===== src/rtl/dma_rd_burst_gen.sv =====
// rtl/dma_rd_burst_gen.sv - splits a DDR read transfer into 4 KB-safe AXI INCR burst requests and forwards returned beats
module dma_rd_burst_gen #(
  parameter int ADDR_W = 32,
  parameter int DATA_W = 256,
  parameter int LEN_W  = 8,
  parameter int CNT_W  = 20
) (
  input  logic              clk_i,
  input  logic              rst_i,
  input  logic              start_i,
  input  logic [ADDR_W-1:0] base_addr_i,
  input  logic [CNT_W-1:0]  total_words_i,
  input  logic [LEN_W-1:0]  max_len_i,
  output logic              busy_o,
  output logic              done_o,
  output logic              dma_valid_o,
  output logic [ADDR_W-1:0] dma_addr_o,
  output logic [LEN_W-1:0]  dma_len_o,
  input  logic              dma_ready_i,
  input  logic [DATA_W-1:0] dma_rdata_i,
  output logic              out_valid_o,
  output logic [DATA_W-1:0] out_data_o,
  output logic              out_last_o
);

  localparam int BYTES   = DATA_W / 8;
  localparam int BYTE_SH = $clog2(BYTES);
  // Beat-count width wide enough for remaining, max_len+1 and the 4 KB distance
  localparam int BW0     = (CNT_W > 13) ? CNT_W : 13;
  localparam int BW      = (BW0 > LEN_W + 1) ? BW0 : LEN_W + 1;

  typedef enum logic [1:0] {S_IDLE, S_CALC, S_REQ, S_DONE} state_t;

  state_t            state_q;
  logic [ADDR_W-1:0] cur_addr_q;
  logic [CNT_W-1:0]  remaining_q;
  logic [LEN_W-1:0]  max_len_q;
  logic [LEN_W-1:0]  beat_cnt_q;
  logic [BW-1:0]     beats_q;
  logic              busy_q;
  logic              done_q;
  logic              dma_valid_q;
  logic [ADDR_W-1:0] dma_addr_q;
  logic [LEN_W-1:0]  dma_len_q;
  logic              out_valid_q;
  logic [DATA_W-1:0] out_data_q;
  logic              out_last_q;

  logic [12:0]       to_bound_d;
  logic [BW-1:0]     beats_d;
  logic [BW-1:0]     rem_ext;
  logic [BW-1:0]     len_ext;
  logic [BW-1:0]     bnd_ext;
  logic              burst_end;
  logic              xfer_end;

  // Size of the next burst: smallest of words left, max burst and beats to the 4 KB line
  always_comb begin
    to_bound_d = (13'd4096 - {1'b0, cur_addr_q[11:0]}) >> BYTE_SH;
    rem_ext    = BW'(remaining_q);
    len_ext    = BW'(max_len_q) + BW'(1);
    bnd_ext    = BW'(to_bound_d);
    beats_d    = rem_ext;
    if (len_ext < beats_d) beats_d = len_ext;
    if (bnd_ext < beats_d) beats_d = bnd_ext;
    burst_end  = dma_ready_i && (beat_cnt_q == dma_len_q);
    xfer_end   = (remaining_q == CNT_W'(beats_q));
  end

  // Transfer sequencer with registered request and output stream
  always_ff @(posedge clk_i) begin
    if (rst_i) begin
      state_q     <= S_IDLE;
      cur_addr_q  <= '0;
      remaining_q <= '0;
      max_len_q   <= '0;
      beat_cnt_q  <= '0;
      beats_q     <= '0;
      busy_q      <= 1'b0;
      done_q      <= 1'b0;
      dma_valid_q <= 1'b0;
      dma_addr_q  <= '0;
      dma_len_q   <= '0;
      out_valid_q <= 1'b0;
      out_data_q  <= '0;
      out_last_q  <= 1'b0;
    end else begin
      done_q      <= 1'b0;
      out_valid_q <= 1'b0;
      out_last_q  <= 1'b0;
      case (state_q)
        S_IDLE: begin
          if (start_i) begin
            cur_addr_q  <= base_addr_i;
            remaining_q <= total_words_i;
            max_len_q   <= max_len_i;
            busy_q      <= 1'b1;
            if (total_words_i == '0) begin
              done_q  <= 1'b1;
              state_q <= S_DONE;
            end else begin
              state_q <= S_CALC;
            end
          end
        end
        S_CALC: begin
          dma_addr_q  <= cur_addr_q;
          dma_len_q   <= LEN_W'(beats_d - BW'(1));
          beats_q     <= beats_d;
          beat_cnt_q  <= '0;
          dma_valid_q <= 1'b1;
          state_q     <= S_REQ;
        end
        S_REQ: begin
          if (dma_ready_i) begin
            beat_cnt_q  <= beat_cnt_q + LEN_W'(1);
            out_valid_q <= 1'b1;
            out_data_q  <= dma_rdata_i;
            if (burst_end) begin
              // Drop the request immediately so the engine cannot replay this burst
              cur_addr_q  <= cur_addr_q + (ADDR_W'(beats_q) << BYTE_SH);
              remaining_q <= remaining_q - CNT_W'(beats_q);
              dma_valid_q <= 1'b0;
              if (xfer_end) begin
                out_last_q <= 1'b1;
                done_q     <= 1'b1;
                state_q    <= S_DONE;
              end else begin
                state_q <= S_CALC;
              end
            end
          end
        end
        S_DONE: begin
          busy_q  <= 1'b0;
          state_q <= S_IDLE;
        end
        default: state_q <= S_IDLE;
      endcase
    end
  end

  assign busy_o      = busy_q;
  assign done_o      = done_q;
  assign dma_valid_o = dma_valid_q;
  assign dma_addr_o  = dma_addr_q;
  assign dma_len_o   = dma_len_q;
  assign out_valid_o = out_valid_q;
  assign out_data_o  = out_data_q;
  assign out_last_o  = out_last_q;

endmodule


===== config.mk =====
export PLATFORM = sky130hd
export DESIGN_NAME = dma_rd_burst_gen
export DESIGN_NICKNAME = d
export VERILOG_FILES = /design/src/rtl/dma_rd_burst_gen.sv
export SDC_FILE = /design/constraint.sdc
export NUM_CORES = 1
export LEC_CHECK = 0
export ABC_AREA = 0
export CORE_AREA = 2 2 242 244
export DETAILED_ROUTE_END_ITERATION = 6
export DIE_AREA = 0 0 244 246
export SLEW_MARGIN = 10
export SYNTH_ARGS = -nofsm -noshare
export SYNTH_HDL_FRONTEND = slang
export SYNTH_SLANG_ARGS = --single-unit

===== constraint.sdc =====
create_clock -name clk_i -period 11.2 [get_ports clk_i]
set_input_delay 2.8 -clock clk_i [delete_from_list [all_inputs] [get_ports clk_i]]
set_output_delay 2.8 -clock clk_i [all_outputs]
set_load 0.01 [all_outputs]

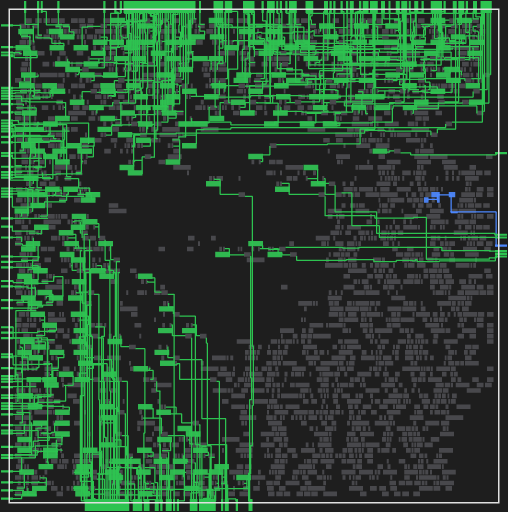
**Above:** run 1 (I/O nets highlighted).
(2 px per micron)
legend:
  green:
    port: out_data_o
    bits: 256
    direction: output
    end_cells: 256
    buffers: 256
    wire: 15000 microns
  blue:
    port: dma_ready_i
    bits: 1
    direction: input
    end_cells: 4
    buffers: 1
    wire: 66.7 microns
# IOs: 621
IO Port Bufs: 620

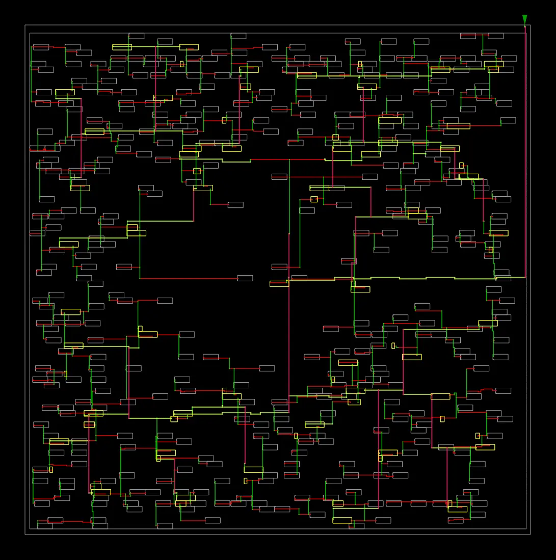
**Above:** run 1 (the clock network).
flip-flop and latch count: 391
clock buffers: 64
CTS Buf Count: 47

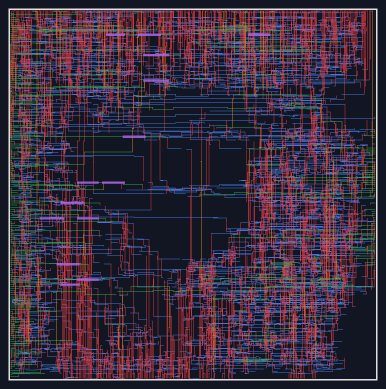
**Above:** run 1 (wiring by layer).
(1.5 px per micron)
legend:
  blue:
    layer: metal 1
    wire_length: 29.3 mm
  green:
    layer: metal 3
    wire_length: 5480 microns
  purple:
    layer: metal 5
    wire_length: 189 microns
  red:
    layer: metal 2
    wire_length: 33.9 mm
  orange:
    layer: metal 4
    wire_length: 2040 microns
GRT Total Usage: 0.2242
drt wl/cell: 20.37 microns

==> flow_summary.ini, run 1 <==
; implementation run metrics
[layout]
clk_share = 0.06016
final-comb-area_sq_mm = 0.008242
fill_cells = 5709
logic_gate_count = 1559
sh_seq_area = 0.3126
diodes = 4
largest_class = multi-input combinational cells
signal_buffers = 635
area_delta_synth_final_pct = 49.66
largest_reg_flops = 256
ff_latch_area_sq_mm = 0.007828
nets = 3055
inv_count = 43
comb_area_frac = 0.3291
drive_above_1_share = 0.04170
buffer_area_frac = 0.2530

[final_timing]
rsz0062_at_grt = false
tns_ns = 0
max_freq_mhz = 175.7
final.min_clock_period_ns = 5.692
finalSetupViolCount = 0
drv_slew = 0
finalHoldViolCount = 0
clock-skew-final_ns = 0.02818
maxSlewHeadroom = 0.2102
fin_crit_sh = 0.5082
worst_slew_pin_slew_ns = 1.185

[logic_synthesis]
yosysChipArea_sq_mm = 0.01673
ys_types = 61
avgSynthCellArea_sq_um = 7.848
synthesis.area_sq_mm = 0.01673
top_area_frac = 0.4678
synth_seq_share = 0.4678
yosys.area.top_type = dfxtp_1
yosysCellCount = 2132
ys_warn_count = 0
netlist_instances = 2132
area_leaders = dfxtp_1, nand2_1, a21oi_1
synth-seq-cells = 391
edf_count = 0
synthArstFlopShare = 0
synthesis.nets = 2510

[clocking]
clkLatencyLatePin_ns = 0.59
path_clk_slew_ns = 0.06
cts.sinks = 391
htree_levels = 2
post-cts-setup-buffers = 0
cts.path.max_buffers = 3
cts-root-buf = clkbuf_16
hold_buffers = 0
cts_tree = yes
cts_resized = 0

[worst_setup_path]
crit_top_cell = ha_1
end_kind = flip-flop
start_kind = flip-flop
cpPeakStageDelay_ns = 0.52
path_max_fanout = 25
worstPathArrival_ns = 6.17
cpMaxStageDelayCell = mux2i_1
crit_buf_inv = 1
worstPathCellList = and3_1 > and2_1 > nand4_1 > xnor2_1 > ha_1 > and3_1 > o2111ai_1 > o21a_1 > nor2_4 > mux2i_1 > ha_1 > a211oi_1 > nand2_1 > o211ai_1 > a2bb2oi_4 > mux2i_1 > inv_1 > ha_1 > nand3_1 > nor2_1 > a311o_1 > a311oi_1
path_depth = 22
worstPathRequired_ns = 11.68
r2r_cells = 22
crit_family = AND-OR/OR-AND gates

[routing]
postRouteAntennaNets = 0
drc = 0
drt-pass1-iter-count = 5
avgViaCountPerCell = 4.929
vias = 17150
drt_iter0_markers = 985
routed_wl_microns = 70870

[grt]
antenna_found_initial = 20
gr-total-overflow = 0
grt_max_degree = 168
grt_pass1_vias = 16250
grt_pass1_wl_microns = 102800

[floorplanning]
rows = 88
fp_util = 0.2917
die_x_microns = 244
core_sq_mm = 0.05737
tap-cell-count = 765
chipArea_sq_mm = 0.06002
die_h_microns = 246

[job]
drv_cap = 0

[worst_hold_path]
holdPathStages = 2
min_path_type = reg2reg

[power_and_ir_drop]
p_leak_nw = 8.851
peakVddDrop_mv = 0.1008
p_per_area_mw_per_mm2 = 146.7
power_mw = 3.673

[outcome]
outcome = complete, no violations

[placement]
gp_congestion = 0.9187
dp_hpwl_microns = 53120
==> run 1: worst min-delay path, cell delays in order (launching register included) <==
cell and delay (ns):
dfxtp_1 0.30, nand2_1 0.05, a21oi_1 0.05
==> run 1: cells in the final DEF (no fill, tap or decap), types with 7 or more instances in the layout <==
cell / instances
nand2_1: 662
clkdlybuf4s50_1: 619
dfxtp_1: 391
a21oi_1: 370
nor2_1: 78
ha_1: 56
clkbuf_16: 48
inv_1: 42
a211oi_1: 39
nor3_1: 36
o21ai_0: 29
xor2_1: 29
xnor2_1: 28
a21o_1: 21
nand3_1: 17
o221ai_1: 16
nor4_1: 14
mux2i_1: 14
buf_4: 14
o21a_1: 13
and3_1: 13
clkinv_2: 11
nand2b_1: 9
nand4_1: 9
or3_1: 8
o21bai_1: 8
a311oi_1: 8
clkbuf_1: 8
clkbuf_8: 8
o211ai_1: 7
nor2b_1: 7
a31oi_1: 7
==> run 1: routing by layer <==
layer	track usage	routed length, microns	up-vias	share of wire
li1	-	-	8301	-
met1	0.2763	29310	8074	0.41
met2	0.3753	33860	608	0.48
met3	0.06819	5483	137	0.077
met4	0.06797	2035	28	0.029
met5	0	188	-	0.0027
==> run 1: metrics by stage <==
stage | cell area (sq um) | setup WS, ns | hold WS (ns) | utilization | std cells
after global placement | 23520 | 5.514 | 0.4419 | 0.4101 | 3393
final | 25040 | 5.508 | 0.4527 | 0.4365 | 3479
after global routing | 25040 | 5.038 | 0.4685 | 0.4364 | 3477
after detailed placement | 23520 | 5.437 | 0.4461 | 0.4101 | 3393
after floorplan | 16730 | 6.312 | 0.4349 | - | 2132
after CTS | 25030 | 5.520 | 0.4538 | 0.4363 | 3475
==> run 1: cells in the mapped netlist, types with 6 or more instances <==
cell type and number:
o21a_1 13, or3_1 8, nand3_1 17, o21ai_0 29, inv_1 42, nand2b_1 9
a311oi_1 8, ha_1 56, xor2_1 29, nand4_1 9, clkbuf_1 134, and3_1 13
dfxtp_1 391, mux2i_1 14, nor2b_1 8, a211oi_1 39, nor2_1 79, a31oi_1 7
o21bai_1 8, nor3_1 36, o221ai_1 16, o211ai_1 7, a21o_1 21, nor4_1 14
a21oi_1 370, xnor2_1 28, and2_1 6, nand2_1 663
==> run 1: power by group <==
part / internal, mW / total (mW) / switching (mW) / leakage (nW)
Combinational: 0.315 / 0.659 / 0.344 / 4.93
Sequential: 1.44 / 1.50 / 0.0535 / 3.17
Clock: 0.883 / 1.52 / 0.633 / 0.750
==> run 1: worst paths after layout <==
path,slack [ns],startpoint,to
max,5.51,max_len_q[2]$_SDFFE_PP0P_,dma_len_o[4]$_SDFFE_PP0P_
min,0.45,dma_addr_o[0]$_SDFFE_PP0P_,dma_addr_o[0]$_SDFFE_PP0P_
max reg2reg,5.51,max_len_q[2]$_SDFFE_PP0P_,dma_len_o[4]$_SDFFE_PP0P_
min reg2reg,0.45,dma_addr_o[0]$_SDFFE_PP0P_,dma_addr_o[0]$_SDFFE_PP0P_
==> run 1: cell families after synthesis <==
group,count (synthesis),synth area share
xor+xnor,58,0.03081
mux,17,0.01062
flops,391,0.4678
compound gates,544,0.1885
simple gates,882,0.2169
buf+inv,182,0.04098
fa+ha+maj,58,0.04427
**Run 1: where the registers sit**

(1 px per micron)
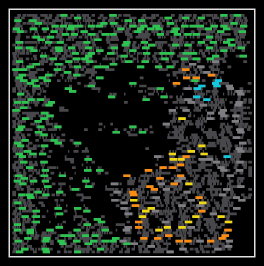

==> run 2: changes to the inputs <==
- clock period: 11.2 -> 5.9 ns (I/O delays scaled with it)
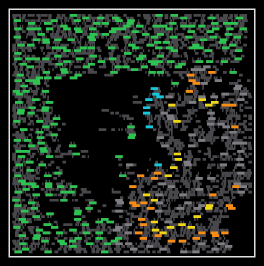
**Above:** run 2 (where the registers sit).
(1 px per micron)
legend:
  green:
    netlist_name: out_data_o
    placed_flops: 256
    where: all over the die
  cyan:
    netlist_name: beat_cnt_q
    placed_flops: 8
  yellow:
    netlist_name: beats_q
    placed_flops: 20
  orange:
    netlist_name: cur_addr_q
    placed_flops: 32
not colored: 75

==> flow_summary.ini, run 2 <==
; implementation run metrics
[outcome]
outcome = complete, no violations

[grt]
grt.total_usage = 0.2275
antenna_found_initial = 19
grt_pass1_vias = 16470
grt_max_degree = 148
grt_pass1_wl_microns = 103700
gr-total-overflow = 0

[logic_synthesis]
synthesis.area_sq_mm = 0.01673
synth-seq-cells = 391
top_area_frac = 0.4678
area_leaders = dfxtp_1, nand2_1, a21oi_1
synthArstFlopShare = 0
yosysChipArea_sq_mm = 0.01673
avgSynthCellArea_sq_um = 7.848
synth_seq_share = 0.4678
synth_top_cell_by_count = nand2_1
netlist_instances = 2132
ys_types = 61
ys_warn_count = 0
ff_type = dfxtp_1
top_cells_by_count = nand2_1, dfxtp_1, a21oi_1
synthesis.nets = 2510
yosysCellCount = 2132
edf_count = 0
yosys.area.top_type = dfxtp_1

[final_timing]
fin_crit_sh = 0.9019
max_freq_mhz = 187.9
rsz0062_at_grt = false
drv_slew = 0
finalSetupViolCount = 0
worst_slew_pin_slew_ns = 1.088
clock-skew-final_ns = 0.01678
worst_slack_ns = 0.5786
maxSlewHeadroom = 0.2720
tns_ns = 0
finalHoldViolCount = 0
final.min_clock_period_ns = 5.321

[routing]
drt_iter0_markers = 985
routed_wl_microns = 71730
wl_per_cell_microns = 20.58
postRouteAntennaNets = 0
avgViaCountPerCell = 4.940
drt-pass1-iter-count = 5
vias = 17220
drc = 0

[placement]
post_dp_cell_area_sq_mm = 0.02365
dp_hpwl_microns = 54230
gp_congestion = 0.9384
port_buffers = 620
place_ws_ns = 0.4540
placed_cells = 3400

[floorplanning]
fp_util = 0.2917
die_x_microns = 244
core_sq_mm = 0.05737
rows = 88
die_h_microns = 246
chipArea_sq_mm = 0.06002
io_pins = 621

[clocking]
path_clk_slew_ns = 0.06
cts.sinks = 391
cts-root-buf = clkbuf_16
cts.path.max_buffers = 3
cts_buffers = 47
cts_resized = 0
hold_buffers = 0
cts_tree = yes
post-cts-setup-buffers = 0
htree_levels = 2
clkLatencyLatePin_ns = 0.59

[layout]
nets = 3062
design_area_sq_mm = 0.02515
final_cell_mix = nand2_1, clkdlybuf4s50_1, dfxtp_1
final_common_cell = nand2_1
drive_above_1_share = 0.04306
area_delta_synth_final_pct = 50.34
fin_cells = 3485
largest_reg_flops = 256

[job]
drv_cap = 0
warnings = 38

[power_and_ir_drop]
p_leak_nw = 8.885
p_per_area_mw_per_mm2 = 276.1
peakVddDrop_mv = 0.2133

[worst_setup_path]
end_kind = flip-flop
worstPathCellList = and3_1 > and2_1 > nand4_1 > xnor2_1 > ha_1 > and3_1 > o2111ai_1 > o21a_1 > nor2_4 > mux2i_4 > ha_1 > a211oi_1 > nand2_1 > o211ai_1 > a2bb2oi_4 > mux2i_1 > inv_1 > ha_1 > nand3_1 > nor2_1 > a311o_1 > a311oi_1
worstPathArrival_ns = 5.82
crit_family = AND-OR/OR-AND gates
crit_top_cell = ha_1
cpMaxStageDelayCell = dfxtp_1
cpPeakStageDelay_ns = 0.39
crit_type = reg2reg
path_max_fanout = 10
start_kind = flip-flop
crit_buf_inv = 1
worstPathRequired_ns = 6.40

[worst_hold_path]
min_path_type = reg2reg
run 2: worst paths after layout:
path	start	endpoint	slack (ns)	cells past startpoint
worst min register to register	out_data_o[52]$_SDFFE_PP0P_	out_data_o[52]$_SDFFE_PP0P_	0.45	2
worst max register to register	max_len_q[2]$_SDFFE_PP0P_	dma_len_o[4]$_SDFFE_PP0P_	0.58	22
worst max-delay path	max_len_q[2]$_SDFFE_PP0P_	dma_len_o[4]$_SDFFE_PP0P_	0.58	22
worst min-delay path	out_data_o[52]$_SDFFE_PP0P_	out_data_o[52]$_SDFFE_PP0P_	0.45	2
run 2: layout make-up:
cell class              count  area (sq um)
well taps                 765         957.2
flip-flops and latches    391          7828
inverters                  43         161.4
diodes                      3         7.507
clock inverters             9         86.33
multi-input cells        1559          8268
clock buffers              73          1394
repair buffers            642          6451
fillers                  5646         32210
run 2: routing by layer:
layer | part of all wire | routed length (microns) | vias to the layer above | track usage
met5 | 0.0024 | 172 | - | 0
met4 | 0.043 | 3113 | 26 | 0.09666
met3 | 0.085 | 6120 | 166 | 0.07397
met2 | 0.46 | 33340 | 625 | 0.3663
met1 | 0.40 | 28990 | 8072 | 0.2785
li1 | - | - | 8326 | -
run 2: report_power, final:
part           internal [mW]  switching, mW  total [mW]
registers               2.74          0.102        2.84
clock network           1.62           1.20        2.82
logic                  0.612          0.668        1.28
run 2: metrics by stage:
stage          power [mW]  hold slack (ns)    util
2_1_floorplan       3.580           0.4349       -
3_3_place_gp        4.157           0.4412  0.4123
3_5_place_dp        4.171           0.4459  0.4123
4_1_cts             7.028           0.4536  0.4381
5_1_grt             7.256           0.4657  0.4384
6_report            6.946           0.4507  0.4385
run 2: worst min-delay path: cells and delay by family, from the launching register on:
| kind | cells | cell delay [ns] |
|---|---|---|
| flops | 1 | 0.30 |
| simple gates | 1 | 0.05 |
| compound gates | 1 | 0.05 |
run 2: logic make-up (layout without fill, tap and decap cells):
family,count (synthesis),count (layout),synth area share
buffers and inverters,182,767,0.04098
muxes,17,17,0.01062
and+or+nand+nor,882,882,0.2169
AOI/OAI and AO/OA,544,544,0.1885
xor gates and xnor gates,58,58,0.03081
DFF,391,391,0.4678
adders and majority gates,58,58,0.04427
other,0,3,0
Power figures rest on the tool's default switching activity, not on a simulated workload.
